`src/rtl/leaf_packet_injector_pkg.sv`:
```
// ============================================================================
// Module : leaf_packet_injector_pkg
// Brief  : Packet field layout, reserved ports, command codes and FSM states.
// Rev    : 1.0
// ============================================================================
`default_nettype none

package leaf_packet_injector_pkg;

  localparam int DEF_PAYLOAD_BITS  = 32;
  localparam int DEF_NUM_LEAF_BITS = 3;
  localparam int DEF_NUM_PORT_BITS = 4;
  localparam int DEF_NUM_ADDR_BITS = 7;
  localparam int DEF_LEN_BITS      = 16;
  localparam int PAD_BITS          = 2;

  // Field offsets for the default geometry, LSB first.
  localparam int OFS_PAYLOAD = 0;
  localparam int OFS_PAD     = OFS_PAYLOAD + DEF_PAYLOAD_BITS;
  localparam int OFS_ADDR    = OFS_PAD + PAD_BITS;
  localparam int OFS_PORT    = OFS_ADDR + DEF_NUM_ADDR_BITS;
  localparam int OFS_LEAF    = OFS_PORT + DEF_NUM_PORT_BITS;
  localparam int OFS_VLD     = OFS_LEAF + DEF_NUM_LEAF_BITS;
  localparam int DEF_PACKET_BITS = OFS_VLD + 1;

  localparam int PORT_CFG   = 0;
  localparam int PORT_INSTR = 1;

  localparam int IADDR_BITS = 24;
  localparam int IBYTE_BITS = 8;

  typedef enum logic [1:0] {
    CMD_CFG    = 2'd0,
    CMD_INSTR  = 2'd1,
    CMD_STREAM = 2'd2,
    CMD_RSVD   = 2'd3
  } cmd_type_e;

  typedef enum logic [1:0] {
    ST_IDLE   = 2'd0,
    ST_INSTR  = 2'd1,
    ST_STREAM = 2'd2
  } state_e;

  function automatic int packet_bits(input int leaf_bits, input int port_bits,
                                     input int addr_bits, input int payload_bits);
    return 1 + leaf_bits + port_bits + addr_bits + PAD_BITS + payload_bits;
  endfunction

endpackage

`default_nettype wire

```
`src/rtl/leaf_packet_injector_if.sv`:
```
// ============================================================================
// Module : leaf_packet_injector_if
// Brief  : Host command/data handshake plus BFT packet port of the injector.
// Rev    : 1.0
// ============================================================================
`default_nettype none

interface leaf_packet_injector_if #(
  parameter int PACKET_BITS   = 49,
  parameter int PAYLOAD_BITS  = 32,
  parameter int NUM_LEAF_BITS = 3,
  parameter int NUM_PORT_BITS = 4,
  parameter int NUM_ADDR_BITS = 7,
  parameter int LEN_BITS      = 16
) ();

  logic                     cmd_vld;
  logic                     cmd_rdy;
  logic [1:0]               cmd_type;
  logic [NUM_LEAF_BITS-1:0] cmd_leaf;
  logic [NUM_PORT_BITS-1:0] cmd_port;
  logic [NUM_ADDR_BITS-1:0] cmd_addr;
  logic [LEN_BITS-1:0]      cmd_len;
  logic [PAYLOAD_BITS-1:0]  cmd_data;
  logic                     din_vld;
  logic                     din_ack;
  logic [PAYLOAD_BITS-1:0]  din;
  logic [PACKET_BITS-1:0]   dout_host2bft;
  logic                     resend;
  logic                     busy;
  logic                     done;
  logic                     cmd_err;

  modport master (
    output cmd_vld, cmd_type, cmd_leaf, cmd_port, cmd_addr, cmd_len, cmd_data,
    output din_vld, din, resend,
    input  cmd_rdy, din_ack, dout_host2bft, busy, done, cmd_err
  );

  modport slave (
    input  cmd_vld, cmd_type, cmd_leaf, cmd_port, cmd_addr, cmd_len, cmd_data,
    input  din_vld, din, resend,
    output cmd_rdy, din_ack, dout_host2bft, busy, done, cmd_err
  );

endinterface

`default_nettype wire

```
`src/rtl/leaf_packet_injector_pack.sv`:
```
// ============================================================================
// Module : leaf_pkt_pack
// Brief  : Combinational packer {vld, leaf, port, addr, pad, payload}.
// Rev    : 1.0
// ============================================================================
`default_nettype none

module leaf_pkt_pack #(
  parameter int PACKET_BITS   = 49,
  parameter int PAYLOAD_BITS  = 32,
  parameter int NUM_LEAF_BITS = 3,
  parameter int NUM_PORT_BITS = 4,
  parameter int NUM_ADDR_BITS = 7
) (
  input  logic                     vld,
  input  logic [NUM_LEAF_BITS-1:0] leaf,
  input  logic [NUM_PORT_BITS-1:0] port,
  input  logic [NUM_ADDR_BITS-1:0] addr,
  input  logic [PAYLOAD_BITS-1:0]  payload,
  output logic [PACKET_BITS-1:0]   packet
);

  assign packet = {vld, leaf, port, addr, 2'b00, payload};

endmodule

`default_nettype wire

```
`src/rtl/leaf_packet_injector.sv`:
```
// ============================================================================
// Module : leaf_packet_injector
// Brief  : Turns host commands into CFG/INSTR/STREAM BFT packets for one leaf.
// Rev    : 1.0
// ============================================================================
`default_nettype none

module leaf_packet_injector
  import leaf_packet_injector_pkg::*;
#(
  parameter int PACKET_BITS   = 49,
  parameter int PAYLOAD_BITS  = 32,
  parameter int NUM_LEAF_BITS = 3,
  parameter int NUM_PORT_BITS = 4,
  parameter int NUM_ADDR_BITS = 7,
  parameter int LEN_BITS      = 16
) (
  input  logic                  clk,
  input  logic                  reset,
  leaf_packet_injector_if.slave bus
);

  state_e                   state_q, state_d;
  logic [LEN_BITS-1:0]      rem_q, rem_d;
  logic [NUM_ADDR_BITS-1:0] seq_q, seq_d;
  logic [IADDR_BITS-1:0]    iaddr_q, iaddr_d;
  logic [NUM_LEAF_BITS-1:0] leaf_q, leaf_d;
  logic [NUM_PORT_BITS-1:0] port_q, port_d;
  logic [PACKET_BITS-1:0]   dout_q, dout_d;
  logic                     done_q, done_d;
  logic                     cmd_err_q, cmd_err_d;

  logic                     busy_w;
  logic                     cmd_rdy_w;
  logic                     din_ack_w;
  logic                     cmd_fire_w;
  logic                     beat_fire_w;
  cmd_type_e                cmd_type_w;

  logic [NUM_LEAF_BITS-1:0] pk_leaf_w;
  logic [NUM_PORT_BITS-1:0] pk_port_w;
  logic [NUM_ADDR_BITS-1:0] pk_addr_w;
  logic [PAYLOAD_BITS-1:0]  pk_payload_w;
  logic [PACKET_BITS-1:0]   pk_packet_w;

  assign cmd_type_w  = cmd_type_e'(bus.cmd_type);
  assign busy_w      = (state_q != ST_IDLE);
  assign cmd_rdy_w   = (state_q == ST_IDLE) & ~bus.resend;
  assign din_ack_w   = busy_w & ~bus.resend & (rem_q != '0);
  assign cmd_fire_w  = bus.cmd_vld & cmd_rdy_w;
  assign beat_fire_w = bus.din_vld & din_ack_w;

  // In IDLE the packer is fed straight from the command (CFG); otherwise from latched fields.
  always_comb begin
    pk_leaf_w    = bus.cmd_leaf;
    pk_port_w    = NUM_PORT_BITS'(PORT_CFG);
    pk_addr_w    = bus.cmd_addr;
    pk_payload_w = bus.cmd_data;
    case (state_q)
      ST_INSTR: begin
        pk_leaf_w    = leaf_q;
        pk_port_w    = NUM_PORT_BITS'(PORT_INSTR);
        pk_addr_w    = seq_q;
        pk_payload_w = PAYLOAD_BITS'({iaddr_q, bus.din[IBYTE_BITS-1:0]});
      end
      ST_STREAM: begin
        pk_leaf_w    = leaf_q;
        pk_port_w    = port_q;
        pk_addr_w    = seq_q;
        pk_payload_w = bus.din;
      end
      default: ;
    endcase
  end

  leaf_pkt_pack #(
    .PACKET_BITS   (PACKET_BITS),
    .PAYLOAD_BITS  (PAYLOAD_BITS),
    .NUM_LEAF_BITS (NUM_LEAF_BITS),
    .NUM_PORT_BITS (NUM_PORT_BITS),
    .NUM_ADDR_BITS (NUM_ADDR_BITS)
  ) u_pack (
    .vld     (1'b1),
    .leaf    (pk_leaf_w),
    .port    (pk_port_w),
    .addr    (pk_addr_w),
    .payload (pk_payload_w),
    .packet  (pk_packet_w)
  );

  always_comb begin
    state_d   = state_q;
    rem_d     = rem_q;
    seq_d     = seq_q;
    iaddr_d   = iaddr_q;
    leaf_d    = leaf_q;
    port_d    = port_q;
    dout_d    = dout_q;
    done_d    = 1'b0;
    cmd_err_d = 1'b0;
    // Under resend every piece of state, including dout, is frozen.
    if (!bus.resend) begin
      dout_d = '0;
      case (state_q)
        ST_IDLE: begin
          if (cmd_fire_w) begin
            case (cmd_type_w)
              CMD_CFG: begin
                dout_d = pk_packet_w;
                done_d = 1'b1;
              end
              CMD_INSTR, CMD_STREAM: begin
                if (bus.cmd_len == '0) begin
                  done_d = 1'b1;
                end else begin
                  leaf_d  = bus.cmd_leaf;
                  port_d  = bus.cmd_port;
                  iaddr_d = bus.cmd_data[IADDR_BITS-1:0];
                  rem_d   = bus.cmd_len;
                  seq_d   = '0;
                  state_d = (cmd_type_w == CMD_INSTR) ? ST_INSTR : ST_STREAM;
                end
              end
              default: cmd_err_d = 1'b1;
            endcase
          end
        end
        ST_INSTR, ST_STREAM: begin
          if (beat_fire_w) begin
            dout_d  = pk_packet_w;
            rem_d   = rem_q - LEN_BITS'(1);
            seq_d   = seq_q + NUM_ADDR_BITS'(1);
            iaddr_d = iaddr_q + IADDR_BITS'(1);
            if (rem_q == LEN_BITS'(1)) begin
              done_d  = 1'b1;
              state_d = ST_IDLE;
            end
          end
        end
        default: state_d = ST_IDLE;
      endcase
    end
  end

  always_ff @(posedge clk or negedge reset) begin
    if (!reset) begin
      state_q   <= ST_IDLE;
      rem_q     <= '0;
      seq_q     <= '0;
      iaddr_q   <= '0;
      leaf_q    <= '0;
      port_q    <= '0;
      dout_q    <= '0;
      done_q    <= 1'b0;
      cmd_err_q <= 1'b0;
    end else begin
      state_q   <= state_d;
      rem_q     <= rem_d;
      seq_q     <= seq_d;
      iaddr_q   <= iaddr_d;
      leaf_q    <= leaf_d;
      port_q    <= port_d;
      dout_q    <= dout_d;
      done_q    <= done_d;
      cmd_err_q <= cmd_err_d;
    end
  end

  assign bus.cmd_rdy       = cmd_rdy_w;
  assign bus.din_ack       = din_ack_w;
  assign bus.dout_host2bft = dout_q;
  assign bus.busy          = busy_w;
  assign bus.done          = done_q;
  assign bus.cmd_err       = cmd_err_q;

endmodule

`default_nettype wire

```
`src/flat_wrapper.sv`:
```
// flat-port wrapper written by rule: the top's interface ports become plain ports
module leaf_packet_injector_flat import leaf_packet_injector_pkg::*;
#(
  parameter int PACKET_BITS   = 49,
  parameter int PAYLOAD_BITS  = 32,
  parameter int NUM_LEAF_BITS = 3,
  parameter int NUM_PORT_BITS = 4,
  parameter int NUM_ADDR_BITS = 7,
  parameter int LEN_BITS      = 16
)
  (clk, reset, bus_cmd_vld, bus_cmd_type, bus_cmd_leaf, bus_cmd_port, bus_cmd_addr, bus_cmd_len, bus_cmd_data, bus_din_vld, bus_din, bus_resend, bus_cmd_rdy, bus_din_ack, bus_dout_host2bft, bus_busy, bus_done, bus_cmd_err);
  leaf_packet_injector_if #(.PACKET_BITS(PACKET_BITS), .PAYLOAD_BITS(PAYLOAD_BITS), .NUM_LEAF_BITS(NUM_LEAF_BITS), .NUM_PORT_BITS(NUM_PORT_BITS), .NUM_ADDR_BITS(NUM_ADDR_BITS), .LEN_BITS(LEN_BITS)) bus_i ();
  input  logic clk;
  input  logic reset;
  input wire logic [$bits(bus_i.cmd_vld)-1:0] bus_cmd_vld;
  input wire logic [$bits(bus_i.cmd_type)-1:0] bus_cmd_type;
  input wire logic [$bits(bus_i.cmd_leaf)-1:0] bus_cmd_leaf;
  input wire logic [$bits(bus_i.cmd_port)-1:0] bus_cmd_port;
  input wire logic [$bits(bus_i.cmd_addr)-1:0] bus_cmd_addr;
  input wire logic [$bits(bus_i.cmd_len)-1:0] bus_cmd_len;
  input wire logic [$bits(bus_i.cmd_data)-1:0] bus_cmd_data;
  input wire logic [$bits(bus_i.din_vld)-1:0] bus_din_vld;
  input wire logic [$bits(bus_i.din)-1:0] bus_din;
  input wire logic [$bits(bus_i.resend)-1:0] bus_resend;
  output wire logic [$bits(bus_i.cmd_rdy)-1:0] bus_cmd_rdy;
  output wire logic [$bits(bus_i.din_ack)-1:0] bus_din_ack;
  output wire logic [$bits(bus_i.dout_host2bft)-1:0] bus_dout_host2bft;
  output wire logic [$bits(bus_i.busy)-1:0] bus_busy;
  output wire logic [$bits(bus_i.done)-1:0] bus_done;
  output wire logic [$bits(bus_i.cmd_err)-1:0] bus_cmd_err;
  assign bus_i.cmd_vld = bus_cmd_vld;
  assign bus_i.cmd_type = bus_cmd_type;
  assign bus_i.cmd_leaf = bus_cmd_leaf;
  assign bus_i.cmd_port = bus_cmd_port;
  assign bus_i.cmd_addr = bus_cmd_addr;
  assign bus_i.cmd_len = bus_cmd_len;
  assign bus_i.cmd_data = bus_cmd_data;
  assign bus_i.din_vld = bus_din_vld;
  assign bus_i.din = bus_din;
  assign bus_i.resend = bus_resend;
  assign bus_cmd_rdy = bus_i.cmd_rdy;
  assign bus_din_ack = bus_i.din_ack;
  assign bus_dout_host2bft = bus_i.dout_host2bft;
  assign bus_busy = bus_i.busy;
  assign bus_done = bus_i.done;
  assign bus_cmd_err = bus_i.cmd_err;
  leaf_packet_injector #(.PACKET_BITS(PACKET_BITS), .PAYLOAD_BITS(PAYLOAD_BITS), .NUM_LEAF_BITS(NUM_LEAF_BITS), .NUM_PORT_BITS(NUM_PORT_BITS), .NUM_ADDR_BITS(NUM_ADDR_BITS), .LEN_BITS(LEN_BITS)) u_core (.clk(clk), .reset(reset), .bus(bus_i));
endmodule
```
`config.mk`:
```
export PLATFORM = sky130hd
export DESIGN_NAME = leaf_packet_injector_flat
export DESIGN_NICKNAME = d
export VERILOG_FILES = /design/src/rtl/leaf_packet_injector_pkg.sv /design/src/rtl/leaf_packet_injector_if.sv /design/src/rtl/leaf_packet_injector_pack.sv /design/src/rtl/leaf_packet_injector.sv /design/src/flat_wrapper.sv
export SDC_FILE = /design/constraint.sdc
export NUM_CORES = 1
export LEC_CHECK = 0
export CAP_MARGIN = 15
export CORE_AREA = 3 3 111 113
export CTS_CLUSTER_SIZE = 25
export DETAILED_ROUTE_END_ITERATION = 10
export DIE_AREA = 0 0 114 116
export GPL_TIMING_DRIVEN = 0
export PLACE_DENSITY = 0.86
export SYNTH_ARGS = -nofsm -noshare
export SYNTH_HDL_FRONTEND = slang
export SYNTH_SLANG_ARGS = --single-unit
```
`constraint.sdc`:
```
create_clock -name clk -period 3.1 [get_ports clk]
set_input_delay 0.62 -clock clk [delete_from_list [all_inputs] [get_ports clk]]
set_output_delay 0.62 -clock clk [all_outputs]
set_load 0.02 [all_outputs]
```
Figure 1. Drive-strength map (run 1).
Scale: 3 px per micron.
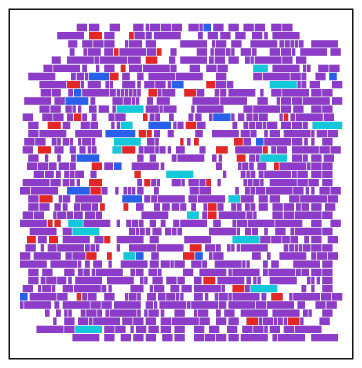
legend:
  blue:
    size: x3 and x4
    cells: 17
  cyan:
    size: x6 and larger
    cells: 17
  red:
    size: x2
    cells: 53
  purple:
    size: x1 and smaller
    cells: 713
final design area excluding fillers: 8175 sq um
area overhead of the layout relative to synthesis: 32.78%
Worst Slack Setup Final: 274.1 ps

Figure 2. Logic cells by family (run 1).
Scale: 3 px per micron.
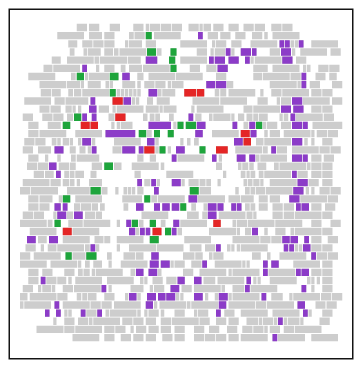
legend:
  red:
    family: non-inverting ao/oa cells
    cells: 13
  green:
    family: and/or cells
    cells: 31
  purple:
    family: aoi and oai cells
    cells: 139
    where: widely spread

Figure 3. Metal 3 (run 1).
Scale: 4 px per micron.
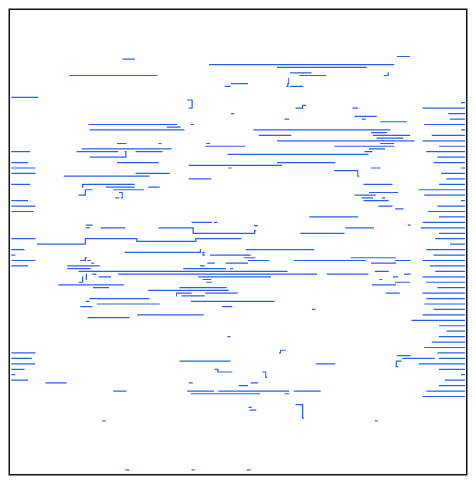
longest straight run: 52.0 microns
share of all routed wire: 8.3%
main direction: horizontal
nets with wire on the layer: 175
total length of routed wires: 20.81 mm
met3 track utilization from global routing: 0.05483
overall via count from detail_route: 6,027

==> summary.txt, run 1 <==
Implementation results.

The data required time reported for the critical path is roughly 2500 ps. Per the CTS log, the maximum H-tree level is 3. At the placement stage, the worst setup path has a slack of ~93 ps. The design received a total of ~140 well taps at floorplan. The overall track demand over capacity in global routing is 0.3189. The power per unit of standard cell area is 784.2 nW/um^2. The total die size is 13,220 sq um.

The total clock sinks is between 100 and 150. By area, the class that comes first in the final layout consists of multi-input combinational cells. At the worst endpoint, the arrival time is ~2200 ps. The final layout net count is 908. Once detail routing completed, the nets flagged for antenna violations numbered 0. The depth of the worst register-to-register path is 8.

The number of setup violations in the final report is 0. Warnings raised by the tools during the run amount to 33. The gate family responsible for the most delay along the worst path is buffers and inverters. In this run the critical register-to-register path is captured at u_core.bus.dout_host2bft[17]. The path length in cells of the critical path is 5. The ratio of cells with drive above 1 in the final layout is 0.1088. The number of buffer and inverter stages on the critical path is 3.

For reference, the final report shows the max-slew violation count at 0. The pre-placement core utilization is 0.5392. The setup skew after layout is 9.158 ps. The capturing element of the worst setup path is bus_cmd_rdy.

The number of hold buffers added after CTS was 0. Dividing the detail-routed via count by the number of cells gives 6.391. The chip area in the Yosys report is 6157 sq um. In this run the clock root is driven by a sky130_fd_sc_hd__clkbuf_16.

After detailed routing, the number of remaining DRC violations is 0. The run finished with clean final reports. The CTS report gives the tree buffer count as 9. 0 antenna diodes ended up in the layout. The number of logic gates is 469. The number of buffers inserted by port buffering is around 150. The floorplan has 39 rows. The worst flop-to-flop path startpoint is u_core.state_q[0]. After layout, the clock buffer instance count stands at 12.
==> run 1: layout by cell type (no fill, tap or decap), drive strengths merged, types with 4 or more instances in the layout <==
cell           count
or3                6
xnor2              8
o21ai             55
nor2b              4
a21oi             15
mux2i             45
nand4             20
a31oi              5
clkdlybuf4s50    149
and2               6
a211oi             4
nand3             24
inv               14
ha                12
nand2             83
o22ai              5
nor3              12
a222oi            16
nor4              14
nor2              34
and4               6
buf               25
a221oi             8
clkbuf            34
and3               7
xor2              13
mux2               8
a22oi              7
o31ai              9
dfrtp            105
==> run 1: where the power goes <==
group          internal (W)  switching, W  total (W)
registers           0.00175      0.000449    0.00220
logic               0.00129       0.00180    0.00309
clock network      0.000591      0.000534    0.00112
total               0.00363       0.00279    0.00641
==> run 1: per-stage QoR <==
step           area, sq um  utilization  total power (W)  setup TNS (ps)  hold slack, ps
6_report              8175       0.7160         0.006411               0           219.0
5_1_grt               8175       0.7160         0.006782               0           260.9
4_1_cts               8173       0.7158         0.006362               0           234.9
3_5_place_dp          7876       0.6898         0.005226               0           474.9
3_3_place_gp          7851       0.6876         0.005105         -275220           464.5
2_1_floorplan         6161            -         0.004171               0           324.4
==> run 1: routing by layer <==
layer  vias to the layer above  track usage  wire [microns]
li1                       2683            -               -
met1                      2930       0.4038            8143
met2                       345       0.5304           10100
met3                        69      0.05483            1728
met4                         0       0.1584             837
met5                         -            0               0
==> run 1: logic make-up after synthesis <==
logic type | synth area share
and+or+nand+nor | 0.2052
AOI/OAI and AO/OA | 0.1798
DFF | 0.4267
buffers and inverters | 0.04552
muxes | 0.08779
xor gates and xnor gates | 0.02987
adders and majority gates | 0.02438
other | 0.0006090
==> run 2: changes to the inputs <==
Settings changed: GPL_ROUTABILITY_DRIVEN set to 0.
Figure 4. Drive-strength map (run 2).
Scale: 3 px per micron.
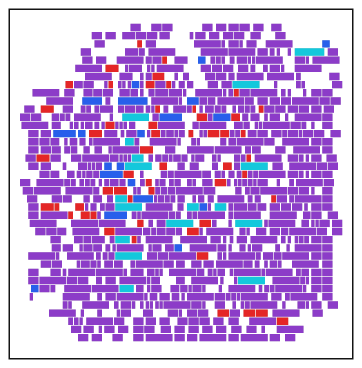
legend:
  blue:
    size: x3 and x4
    cells: 20
  cyan:
    size: x6 and larger
    cells: 17
  red:
    size: x2
    cells: 53
  purple:
    size: x1 and smaller
    cells: 713
Worst Slack Setup Final: 285.4 ps
number of non-clock buffers in the layout: 200
final design area excluding fillers: 8198 sq um

Figure 5. Cells coloured by class (run 2).
Scale: 3 px per micron. Fill, decap, tap and diode cells in grey.
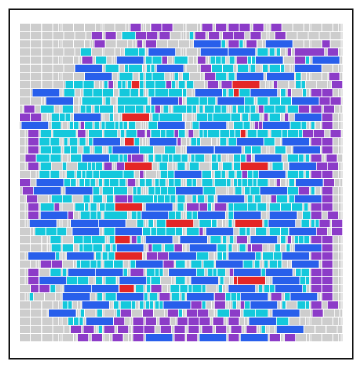
legend:
  cyan:
    class: remaining logic cells
    cells: 482
    share_of_their_area: 41%
  purple:
    class: remaining buffers and delay cells
    cells: 200
    share_of_their_area: 22%
  red:
    class: clock drivers and dummy loads
    cells: 16
    share_of_their_area: 3.5%
  blue:
    class: registers
    cells: 105
    share_of_their_area: 33%

==> run 2 against run 1 <==
Routed wire length fell by 2.1%. Non-clock buffer count rose by 3. Final cell count is 0.32% higher. Critical path type unchanged. Core utilization is 0.20 points higher. Worst setup slack better by 11 ps. Register-to-register slack improved by 50 ps. Hold slack improved by 5.6 ps. Clock-buffer cell count unchanged. Clock skew is 3.1 ps lower. Critical endpoint unchanged. Clock power about the same.
==> summary.txt, run 2 <==
Implementation results.

The total negative slack was 0 ps (unchanged). The final wirelength is 20.37 mm (was 20.81 mm). The biggest area consumer among synthesized cells was sky130_fd_sc_hd__dfrtp_1 (unchanged).

The worst flop-to-flop path startpoint is u_core.state_q[0] (unchanged). The type of the most critical hold path was in2async (unchanged). The area share of fa/ha/maj cells after synthesis was 0.02439 (unchanged). The detail-routed via count per cell was 6.533 (was 6.391). The depth of the worst register-to-register path is 8 (unchanged). The headroom to the max-slew limit came to 0.4763 (was 0.4710). The number of setup violations in the final report is 0 (unchanged). The top cell type's share of synthesized area came to 0.4267 (unchanged). The post-synthesis share of cell area spent on xor and xnor gates was 0.02987 (unchanged). The total clock sinks is 105 (unchanged). The post-synthesis simple-gate area fraction is 0.2052 (unchanged).

The cell count after placement is 926 (unchanged). The number of H-tree levels is 3 (unchanged). The final core utilization was 0.7179 (was 0.7160).

The final layout net count is 911 (was 908). The antenna diode count is 0 (unchanged). The final tally of max-slew violations was 0 (unchanged).

Commonest cells in the netlist: sky130_fd_sc_hd__dfrtp_1 (105), sky130_fd_sc_hd__nand2_1 (79), sky130_fd_sc_hd__mux2i_1 (45) (unchanged). The proportion of synthesized flip-flops having asynchronous set or reset is 1.000 (unchanged). The area fraction in compound gates after synthesis is 0.1798 (unchanged). The number of buffers inserted by hold repair at cts is 0 (unchanged). The setup skew after layout came to 6.102 ps (was 9.158 ps). Most common logic cells in the final layout: sky130_fd_sc_hd__clkdlybuf4s50_1 (149), sky130_fd_sc_hd__dfrtp_1 (105), sky130_fd_sc_hd__nand2_1 (79) (unchanged). The placement-stage worst setup slack is 101.6 ps (was 92.86 ps). The overall track demand over capacity in global routing came to 0.3033 (was 0.3189). The mean instance size in the synthesized netlist is 9.773 sq um (unchanged). The cell leakage power is 3.427 nW (was 3.411 nW). The multiplexer area fraction after synthesis is 0.08779 (unchanged). The buffer type at the clock tree root was sky130_fd_sc_hd__clkbuf_16 (unchanged). The number of CTS-inserted buffers is 9 (unchanged). The warning count from the yosys run came to 0 (unchanged).

The largest combinational cell category by area is simple AND/OR/NAND/NOR gates (unchanged). The total number of warnings across the stage logs was 33 (unchanged). The number of antenna violations at the first check in global routing came to 0 (unchanged). The number of buffers inserted by port buffering is 151 (unchanged). The final antenna-violating net count is 0 (unchanged).

The dominant logic cell type in the layout is sky130_fd_sc_hd__clkdlybuf4s50_1 (unchanged). The clock input transition at the sequential cells of the worst setup and hold paths is 70 ps (about the same). The via total after detailed routing is 6,180 (was 6,027). The total die size is 13,220 sq um (unchanged).

The power per unit of standard cell area was 784.7 nW/um^2 (was 784.2 nW/um^2). The worst-margin pin slew is 785.6 ps (was 793.5 ps). The buffer depth of the longest clock path was 2 (unchanged). The synthesis-to-layout area growth is 33.14% (was 32.78%). Run status: finished, final reports clean (unchanged). The synthesized instance count is 630 (unchanged). The chip area in the Yosys report is 6157 sq um (unchanged). The pre-placement core utilization was 0.5392 (unchanged).

The final non-filler cell total is 946 (was 943). The final number of hold-violating endpoints is 0 (unchanged). The number of design rule violations left after detail routing is 0 (unchanged). The final global-route overflow total is 0 (unchanged).

The mapped cell area is 6157 sq um (unchanged). The endpoint of the lowest-slack register-to-register path is u_core.bus.dout_host2bft[21] (was u_core.bus.dout_host2bft[17]). The capturing element of the worst setup path is bus_cmd_rdy (unchanged). The ratio of cells with drive above 1 in the final layout was 0.1121 (was 0.1088). The data required time of the worst path is 2480 ps (about the same). The standard-cell row count is 39 (unchanged). The number of maximum-capacitance constraint violations is 0 (unchanged).

The data arrival time of the worst path is 2190 ps (was 2210 ps). The startpoint type of the worst setup path is a flop (unchanged).
[run 2: power breakdown]
| group | switching, W | leakage, nW | internal (W) |
|---|---|---|---|
| registers | 0.000470 | 1.36 | 0.00175 |
| logic | 0.00181 | 1.93 | 0.00129 |
| clock network | 0.000520 | 0.139 | 0.000590 |
| total | 0.00280 | 3.43 | 0.00363 |
[run 2: worst max-delay path: stages, from the launching register on]
cell and delay [ps]:
sky130_fd_sc_hd__dfrtp_1 400, sky130_fd_sc_hd__inv_1 130, sky130_fd_sc_hd__ha_1 150, sky130_fd_sc_hd__buf_2 230, sky130_fd_sc_hd__nor2b_1 290, sky130_fd_sc_hd__clkdlybuf4s50_1 660
[run 2: final cells by class]
cell class / count / area (sq um)
multi-input cells: 469 / 3259
inverters: 13 / 48.80
flip-flops and latches: 105 / 2628
clock inverters: 4 / 26.28
well taps: 143 / 178.9
fillers: 854 / 3221
clock buffers: 12 / 256.5
plain buffers: 44 / 231.5
repair buffers: 156 / 1569
[run 2: metrics by stage]
stage	hold WS (ps)	power (W)	cell area (sq um)
floorplan	324.4	0.004171	6161
global placement	464.2	0.005054	7851
detailed placement	472.3	0.005209	7876
CTS	242.6	0.006334	8173
global route	255.4	0.006750	8198
finish	224.6	0.006433	8198
[run 2: metal layers]
layer / up-vias / routed length (microns) / GRT usage / part of all wire
met2: 418 / 9830 / 0.5051 / 0.48
met1: 2990 / 7464 / 0.3751 / 0.37
met4: 0 / 816 / 0.1544 / 0.040
met3: 84 / 2261 / 0.06266 / 0.11
li1: 2688 / - / - / -
met5: - / 0 / 0 / 0
[run 2: timing repair]
item                                    in CTS  in global routing
buffers inserted                             1                  3
endpoints found under the hold margin        0                  0
endpoints found under the setup margin       1                  1
gates resized                                1                  1
pin swaps                                    0                  1
==> run 3: changes to the inputs <==
Settings changed: CTS_CLUSTER_SIZE 25 to 14.
Figure 6. Metal 3 (run 3).
Scale: 4 px per micron.
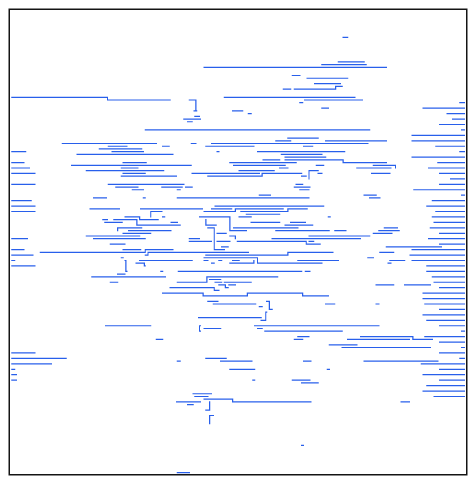
nets with wire on the layer: 195
share of all routed wire: 11%
longest straight run: 56.1 microns
wire length on this layer: 2,260 microns
total length of routed wires: 20.37 mm
overall via count from detail_route: 6,180
met3 track utilization from global routing: 0.06266

==> run 3 against run 2 <==
Clock power about the same. Final area unchanged. Largest cell class unchanged. Synthesized area unchanged. Sequential share of layout area unchanged. Sequential power about the same. Combinational power about the same. Critical path type unchanged. Hold slack unchanged.
==> summary.txt, run 3 <==
Implementation results.

The worst path setup slack after routing came to 285.4 ps (unchanged). The depth of the worst register-to-register path is 8 (unchanged). The detail-routed via count per cell is 6.533 (unchanged). The capturing element of the worst setup path is bus_cmd_rdy (unchanged). The dominant synthesized flop cell is sky130_fd_sc_hd__dfrtp_1 (unchanged). The final layout net count is 911 (unchanged). The buffer depth of the longest clock path is 2 (unchanged). The power per unit of standard cell area came to 784.7 nW/um^2 (unchanged). The endpoint of the lowest-slack register-to-register path is u_core.bus.dout_host2bft[21] (unchanged). The number of buffers inserted by port buffering came to 151 (unchanged).

Most common logic cells in the final layout: sky130_fd_sc_hd__clkdlybuf4s50_1 (149), sky130_fd_sc_hd__dfrtp_1 (105), sky130_fd_sc_hd__nand2_1 (79) (unchanged). The data required time of the worst path is 2480 ps (about the same). The number of H-tree levels was 3 (unchanged). Commonest cells in the netlist: sky130_fd_sc_hd__dfrtp_1 (105), sky130_fd_sc_hd__nand2_1 (79), sky130_fd_sc_hd__mux2i_1 (45) (unchanged). The total clock sinks was 105 (unchanged). The ratio of cells with drive above 1 in the final layout is 0.1121 (unchanged). The worst flop-to-flop path startpoint is u_core.state_q[0] (unchanged).

The top cell type's share of synthesized area is 0.4267 (unchanged). The data arrival time of the worst path is 2190 ps (about the same). The antenna diode count is 0 (unchanged).

The worst-margin pin slew came to 785.6 ps (unchanged). The final tally of max-slew violations is 0 (unchanged). The final number of hold-violating endpoints is 0 (unchanged). The proportion of synthesized flip-flops having asynchronous set or reset is 1.000 (unchanged). The number of antenna violations at the first check in global routing was 0 (unchanged).

The setup skew after layout was 6.102 ps (unchanged). The number of maximum-capacitance constraint violations came to 0 (unchanged). The startpoint type of the worst setup path is a flop (unchanged).

The mapped cell area is 6157 sq um (unchanged). The number of setup violations in the final report is 0 (unchanged). The headroom to the max-slew limit was 0.4763 (unchanged). The total number of warnings across the stage logs was 33 (unchanged). The startpoint of the most critical setup path is u_core.state_q[1] (unchanged). The placement-stage worst setup slack is 101.6 ps (unchanged). The cell area reported after detailed placement was 7876 sq um (unchanged). The cell leakage power is 3.427 nW (unchanged). The total die size is 13,220 sq um (unchanged). The number of CTS-inserted buffers is 9 (unchanged). The clock input transition at the sequential cells of the worst setup and hold paths is 70 ps (about the same). The chip area in the Yosys report was 6157 sq um (unchanged).

The biggest area consumer among synthesized cells is sky130_fd_sc_hd__dfrtp_1 (unchanged). The warning count from the yosys run came to 0 (unchanged). The post-layout instance area is 8198 sq um (unchanged). The tightest hold margin is 224.6 ps (unchanged). The pre-placement core utilization was 0.5392 (unchanged). The number of cells in the yosys synthesis report is 630 (unchanged). Run status: finished, final reports clean (unchanged). The dominant logic cell type in the layout is sky130_fd_sc_hd__clkdlybuf4s50_1 (unchanged). The final antenna-violating net count came to 0 (unchanged). The buffer type at the clock tree root is sky130_fd_sc_hd__clkbuf_16 (unchanged).

The total power draw is 0.006433 W (unchanged). The synthesis-to-layout area growth is 33.14% (unchanged). The final global-route overflow total was 0 (unchanged).
Figure 7. Drive-strength map (run 3).
Scale: 3 px per micron.
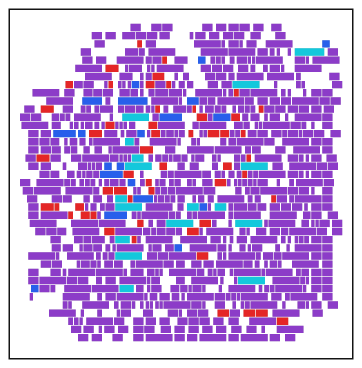
legend:
  cyan:
    size: x6 and larger
    cells: 17
  purple:
    size: x1 and smaller
    cells: 713
  red:
    size: x2
    cells: 53
  blue:
    size: x3 and x4
    cells: 20

run 3: cell counts after synthesis:
No cell type changed its count.
run 3: final cells by class:
cell class / instances / area (sq um)
inverter: 13 / 48.80
sequential: 105 / 2628
fill: 854 / 3221
buffer: 44 / 231.5
timing repair buffer: 156 / 1569
clock buffer: 12 / 256.5
tap: 143 / 178.9
clock inverter: 4 / 26.28
multi-input combinational: 469 / 3259
run 3: kinds of logic after synthesis:
logic type | share of synthesized area
and+or+nand+nor | 0.2052
AOI/OAI and AO/OA | 0.1798
DFF | 0.4267
buffers and inverters | 0.04552
muxes | 0.08779
xor gates and xnor gates | 0.02987
adders and majority gates | 0.02438
other | 0.0006090
run 3: critical path, cell delays in order, from the launching register on:
cell                              delay (ps)
sky130_fd_sc_hd__dfrtp_1                 400
sky130_fd_sc_hd__inv_1                   130
sky130_fd_sc_hd__ha_1                    150
sky130_fd_sc_hd__buf_2                   230
sky130_fd_sc_hd__nor2b_1                 290
sky130_fd_sc_hd__clkdlybuf4s50_1         660
run 3: report_power, final:
group          switching [W]  total [W]  internal (W)
clock               0.000520    0.00111      0.000590
combinational        0.00181    0.00310       0.00129
sequential          0.000470    0.00222       0.00175
total                0.00280    0.00643       0.00363
run 3: metal layers:
layer  vias to the layer above  track usage  routed length [microns]
li1                       2688            -                        -
met1                      2990       0.3751                     7464
met2                       418       0.5051                     9830
met3                        84      0.06266                     2261
met4                         0       0.1544                      816
met5                         -            0                        0
run 3: repair_timing:
item	CTS	global route
pin swaps	0	1
cloned	0	0
hold buffers	0	0
setup buffers	1	3
endpoints found under the setup margin	1	1
gates resized	1	1
run 3: metrics by stage:
step	instances	utilization
finish	946	0.7179
global route	946	0.7179
CTS	943	0.7158
detailed placement	926	0.6898
global placement	925	0.6876
floorplan	631	-
Power is estimated from default activity; no workload was simulated.
